--- src/rtl/mips_pkg.sv ---
// Shared MIPS pipeline definitions: fetch FSM states and fetch constants.
package mips_pkg;

   typedef enum logic [1:0] {
      FETCH   = 2'd0,
      HOLD    = 2'd1,
      DISCARD = 2'd2
   } fetch_state_e;

   localparam logic [31:0] NOP    = 32'h0000_0000;
   localparam int unsigned PC_INC = 4;

endpackage

--- src/rtl/if_id_reg.sv ---
// IF/ID pipeline register: a flush loads a NOP bubble and takes precedence over load.
module if_id_reg
   import mips_pkg::*;
#(
   parameter int unsigned PC_WIDTH    = 32,
   parameter int unsigned INSTR_WIDTH = 32
) (
   input  logic                   clk,
   input  logic                   rst_n,
   input  logic                   load_i,
   input  logic                   flush_i,
   input  logic [INSTR_WIDTH-1:0] instr_i,
   input  logic [PC_WIDTH-1:0]    pc4_i,
   input  logic                   valid_i,
   output logic [INSTR_WIDTH-1:0] instr_o,
   output logic [PC_WIDTH-1:0]    pc4_o,
   output logic                   valid_o
);

   logic [INSTR_WIDTH-1:0] instr_q;
   logic [PC_WIDTH-1:0]    pc4_q;
   logic                   valid_q;

   always_ff @(posedge clk or negedge rst_n) begin
      if (!rst_n) begin
         instr_q <= INSTR_WIDTH'(NOP);
         pc4_q   <= '0;
         valid_q <= 1'b0;
      end else if (flush_i) begin
         instr_q <= INSTR_WIDTH'(NOP);
         pc4_q   <= '0;
         valid_q <= 1'b0;
      end else if (load_i) begin
         instr_q <= instr_i;
         pc4_q   <= pc4_i;
         valid_q <= valid_i;
      end
   end

   assign instr_o = instr_q;
   assign pc4_o   = pc4_q;
   assign valid_o = valid_q;

endmodule

--- src/rtl/if_stage.sv ---
// MIPS instruction-fetch stage: PC, imem handshake, one-entry hold buffer and IF/ID register.
module if_stage
   import mips_pkg::*;
#(
   parameter int unsigned         PC_WIDTH    = 32,
   parameter int unsigned         INSTR_WIDTH = 32,
   parameter logic [PC_WIDTH-1:0] RESET_PC    = '0
) (
   input  logic                   clk,
   input  logic                   rst_n,
   input  logic                   pc_write,
   input  logic                   if_id_write,
   input  logic                   branch_taken,
   input  logic [PC_WIDTH-1:0]    branch_target,
   output logic                   imem_req,
   output logic [PC_WIDTH-1:0]    imem_addr,
   input  logic                   imem_ready,
   input  logic [INSTR_WIDTH-1:0] imem_rdata,
   output logic [INSTR_WIDTH-1:0] if_id_instr,
   output logic [PC_WIDTH-1:0]    if_id_pc4,
   output logic                   if_id_valid,
   output logic                   fetch_busy
);

   fetch_state_e           state_q, state_d;
   logic [PC_WIDTH-1:0]    pc_q, pc_d;
   logic [INSTR_WIDTH-1:0] buf_q, buf_d;
   logic                   req_q, req_d;
   logic                   load, flush;
   logic [INSTR_WIDTH-1:0] ld_instr;
   logic                   adv, accept;
   logic [PC_WIDTH-1:0]    pc_plus4, tgt_aligned;

   assign adv         = pc_write & if_id_write;
   assign accept      = req_q & imem_ready;
   assign pc_plus4    = pc_q + PC_WIDTH'(PC_INC);
   assign tgt_aligned = branch_target & ~PC_WIDTH'(3);

   always_ff @(posedge clk or negedge rst_n) begin
      if (!rst_n) state_q <= FETCH;
      else        state_q <= state_d;
   end

   // A redirect with the old response still pending must swallow that response.
   always_comb begin
      state_d = state_q;
      if (branch_taken) begin
         state_d = (req_q && !imem_ready) ? DISCARD : FETCH;
      end else begin
         unique case (state_q)
            FETCH:   if (accept && !adv) state_d = HOLD;
            HOLD:    if (adv)            state_d = FETCH;
            DISCARD: if (imem_ready)     state_d = FETCH;
            default:                     state_d = FETCH;
         endcase
      end
   end

   always_comb begin
      pc_d     = pc_q;
      buf_d    = buf_q;
      load     = 1'b0;
      flush    = 1'b0;
      ld_instr = imem_rdata;
      req_d    = (state_d != HOLD);
      if (branch_taken) begin
         pc_d  = tgt_aligned;
         buf_d = '0;
         flush = 1'b1;
      end else begin
         unique case (state_q)
            FETCH: begin
               if (accept && adv) begin
                  load = 1'b1;
                  pc_d = pc_plus4;
               end else if (accept) begin
                  buf_d = imem_rdata;
               end else if (if_id_write) begin
                  flush = 1'b1;
               end
            end
            HOLD: begin
               if (adv) begin
                  load     = 1'b1;
                  ld_instr = buf_q;
                  pc_d     = pc_plus4;
               end
            end
            DISCARD: if (if_id_write) flush = 1'b1;
            default: ;
         endcase
      end
   end

   always_ff @(posedge clk or negedge rst_n) begin
      if (!rst_n) begin
         pc_q  <= RESET_PC;
         buf_q <= '0;
         req_q <= 1'b0;
      end else begin
         pc_q  <= pc_d;
         buf_q <= buf_d;
         req_q <= req_d;
      end
   end

   assign imem_req   = req_q;
   assign imem_addr  = pc_q;
   assign fetch_busy = (state_q == DISCARD) | ((state_q == FETCH) & ~imem_ready);

   if_id_reg #(
      .PC_WIDTH   (PC_WIDTH),
      .INSTR_WIDTH(INSTR_WIDTH)
   ) u_if_id_reg (
      .clk    (clk),
      .rst_n  (rst_n),
      .load_i (load),
      .flush_i(flush),
      .instr_i(ld_instr),
      .pc4_i  (pc_plus4),
      .valid_i(1'b1),
      .instr_o(if_id_instr),
      .pc4_o  (if_id_pc4),
      .valid_o(if_id_valid)
   );

endmodule

--- config.mk ---
export PLATFORM = sky130hd
export DESIGN_NAME = if_stage
export DESIGN_NICKNAME = d
export VERILOG_FILES = /design/src/rtl/mips_pkg.sv /design/src/rtl/if_id_reg.sv /design/src/rtl/if_stage.sv
export SDC_FILE = /design/constraint.sdc
export NUM_CORES = 1
export LEC_CHECK = 0
export CAP_MARGIN = 25
export CELL_PAD_IN_SITES_DETAIL_PLACEMENT = 0
export CELL_PAD_IN_SITES_GLOBAL_PLACEMENT = 1
export CORE_ASPECT_RATIO = 1.1
export CORE_MARGIN = 3
export CORE_UTILIZATION = 39
export DETAILED_ROUTE_END_ITERATION = 8
export HOLD_SLACK_MARGIN = 0.03
export PLACE_DENSITY = 0.95
export RECOVER_POWER = 25
export SYNTH_ARGS = -nofsm -noshare
export SYNTH_HDL_FRONTEND = slang
export SYNTH_SLANG_ARGS = --single-unit
--- constraint.sdc ---
create_clock -name clk -period 3.2 [get_ports clk]
set_input_delay 0.96 -clock clk [delete_from_list [all_inputs] [get_ports clk]]
set_output_delay 0.96 -clock clk [all_outputs]
set_load 0.01 [all_outputs]
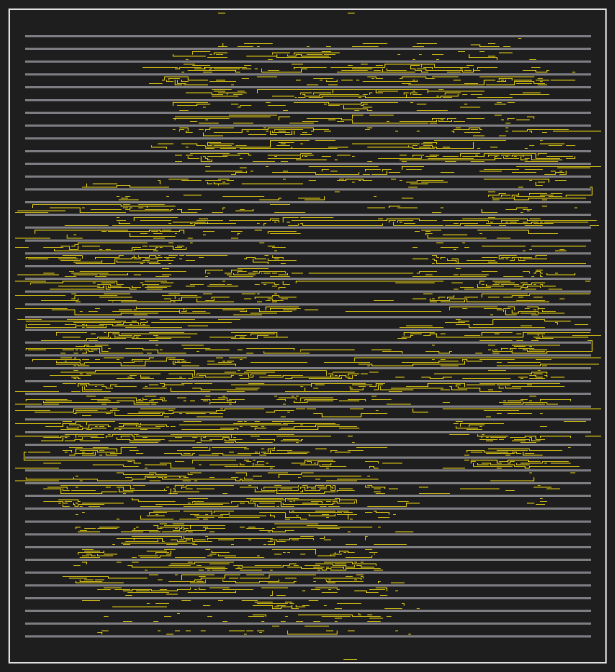
**Above:** run 1 (met1 routing).
Supply wires on this layer in grey.
share of all routed wire	43%
main direction	horizontal
wire length on this layer	7680 um
nets with wire on the layer	780
longest straight run	52.4 um
WL final: 17700 um
met1 track utilization from global routing: 27.0%

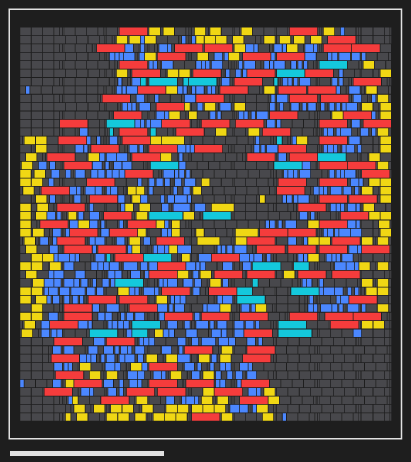
**Above:** run 1 (cells coloured by class).
Scale bar: 50 um. Fill, decap, tap and diode cells in grey.
class	colour	cells
flip-flops	red	128
clock drivers and dummy loads	cyan	30
all other logic	blue	476
other buffers and delay cells	yellow	187

==> metrics.cfg, run 1 <==
[layout]
nets = 881
num-clock-buffers = 23

[drt]
drt_first_iter_violations = 264
route.antenna.remaining_nets = 0
drt-vias-per-instance = 5.44
num_vias = 5537

[synth]
synth.yosys.warnings = 0
synthSimpleGateAreaFrac_pct = 16.7
synth_flop_count = 128
synth-main-ff-cell = sky130_fd_sc_hd__dfrtp_1
synth-adder-area-share_pct = 0.200
synthMostInstantiatedCell = sky130_fd_sc_hd__dfrtp_1
async_reset_ff_share_pct = 100

[critical_path]
crit-reg2reg-capture = imem_addr[21]$_DFFE_PN0P_
worst_path_largest_cell_delay_ps = 570
startpoint = imem_ready
timing_worst_setup_path_type = in -> out

[grt]
global_route.peak_usage_layer = met2
globalRouteOverflowTotal = 0
grt_pass1_vias = 5492

[worst_hold_path]
hold_end = u_if_id_reg.valid_o$_DFFE_PN0P_

[power]
pwr.group.combinational_uw = 732
pwr-share-clk_pct = 42.0
p_int_mw = 3.27
power_switching_share_pct = 26.1
power.sequential.total_mw = 1.84
post-layout-total-power_mw = 4.43
combinational_power_share_pct = 16.5
power.clock.total_mw = 1.86

[sta]
relSlewSlack_pct = 19.0
final.setup_skew_ps = 7.26
setup_total_negative_slack_ps = 0

[clock_tree]
post-cts-setup-buffer-count = 0
worst_setup_hold_path_clk_slew_ps = 50

[placed_design]
place_worst_setup_slack_ps = 97.5
detailed_placer_s_ending_hpwl_um = 12100
routability_congestion_estimate = 0.820

[run_status]
run_status = finished clean

[floorplanning]
nWellTaps = 196
area_of_the_die_sq_um = 17600

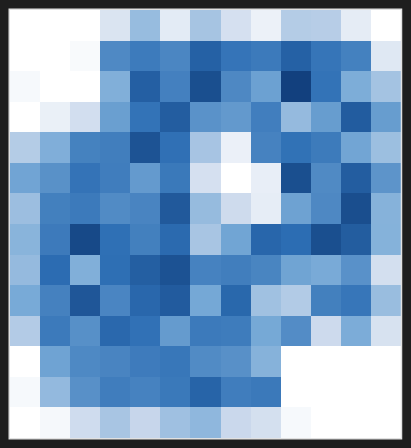
**Above:** run 1 (placement density heat map).
The die is cut into 13 by 14 equal tiles; white is low, dark blue is high, 0 to 100% covered.
tiles over 75% full	15%
emptiest ninth of the die	lower right
nearly empty tiles	13%
end-of-flow core utilization: 56.4%
floorplan core area: 15400 sq um
starting density of the core: 40.6%

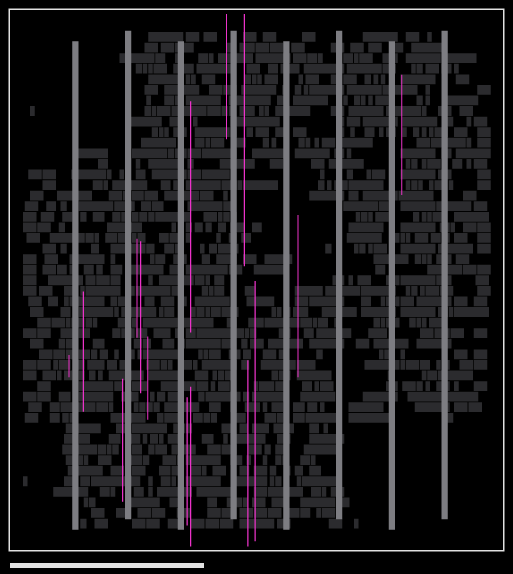
**Above:** run 1 (signal wires on met4).
Scale bar: 50 um. Supply wires on this layer in grey. Cells faint in the background.
nets with wire on the layer	12
share of all routed wire	3.2%
main direction	vertical
longest straight run	66.6 um

==> run 2: changes to the inputs <==
- SLEW_MARGIN: unset -> 10
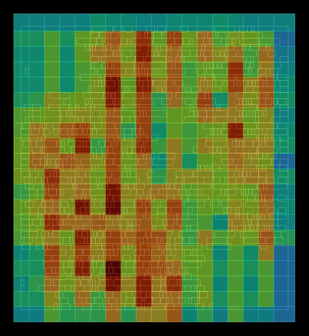
**Above:** run 2 (routing congestion map).
total global routing track utilization: 20.7%
post-detailed-route wirelength per cell: 17.4 um

==> metrics.cfg, run 2 <==
[critical_path]
crit-reg2reg-capture = imem_addr[21]$_DFFE_PN0P_
timing_worst_setup_path_type = in -> out
startpoint = imem_ready

[power]
power.sequential.total_mw = 1.84
power.clock.total_mw = 1.86
pwr-share-clk_pct = 42.0
power_switching_share_pct = 26.1
pwr.group.combinational_uw = 732
p_int_mw = 3.27
post-layout-total-power_mw = 4.43
combinational_power_share_pct = 16.5

[synth]
synth_flop_count = 128
synth.yosys.warnings = 0
synth-adder-area-share_pct = 0.200
synthSimpleGateAreaFrac_pct = 16.7
synth-main-ff-cell = sky130_fd_sc_hd__dfrtp_1
async_reset_ff_share_pct = 100

[floorplanning]
nWellTaps = 196
floorplanUtilization_pct = 40.6
placeableCoreArea_sq_um = 15400

[clock_tree]
post-cts-setup-buffer-count = 0
worst_setup_hold_path_clk_slew_ps = 50

[drt]
route.antenna.remaining_nets = 0
wirelength_um = 17700
num_vias = 5537
drt_first_iter_violations = 264

[sta]
final.setup_skew_ps = 7.26

[grt]
globalRouteOverflowTotal = 0
grt_pass1_vias = 5492
global_route.peak_usage_layer = met2

[run_status]
run_status = finished clean

[placed_design]
detailed_placer_s_ending_hpwl_um = 12100
place_worst_setup_slack_ps = 97.5
routability_congestion_estimate = 0.820

[layout]
end_of_flow_core_utilization_pct = 56.4

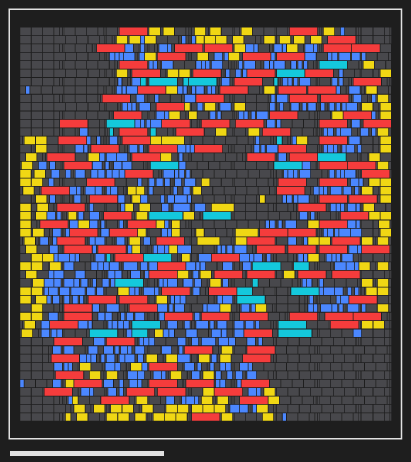
**Above:** run 2 (cells coloured by class).
Scale bar: 50 um. Fill, decap, tap and diode cells in grey.
class	colour	cells
flip-flops	red	128
other buffers and delay cells	yellow	187
all other logic	blue	476
clock drivers and dummy loads	cyan	30

Power and IR drop assume default switching activity.
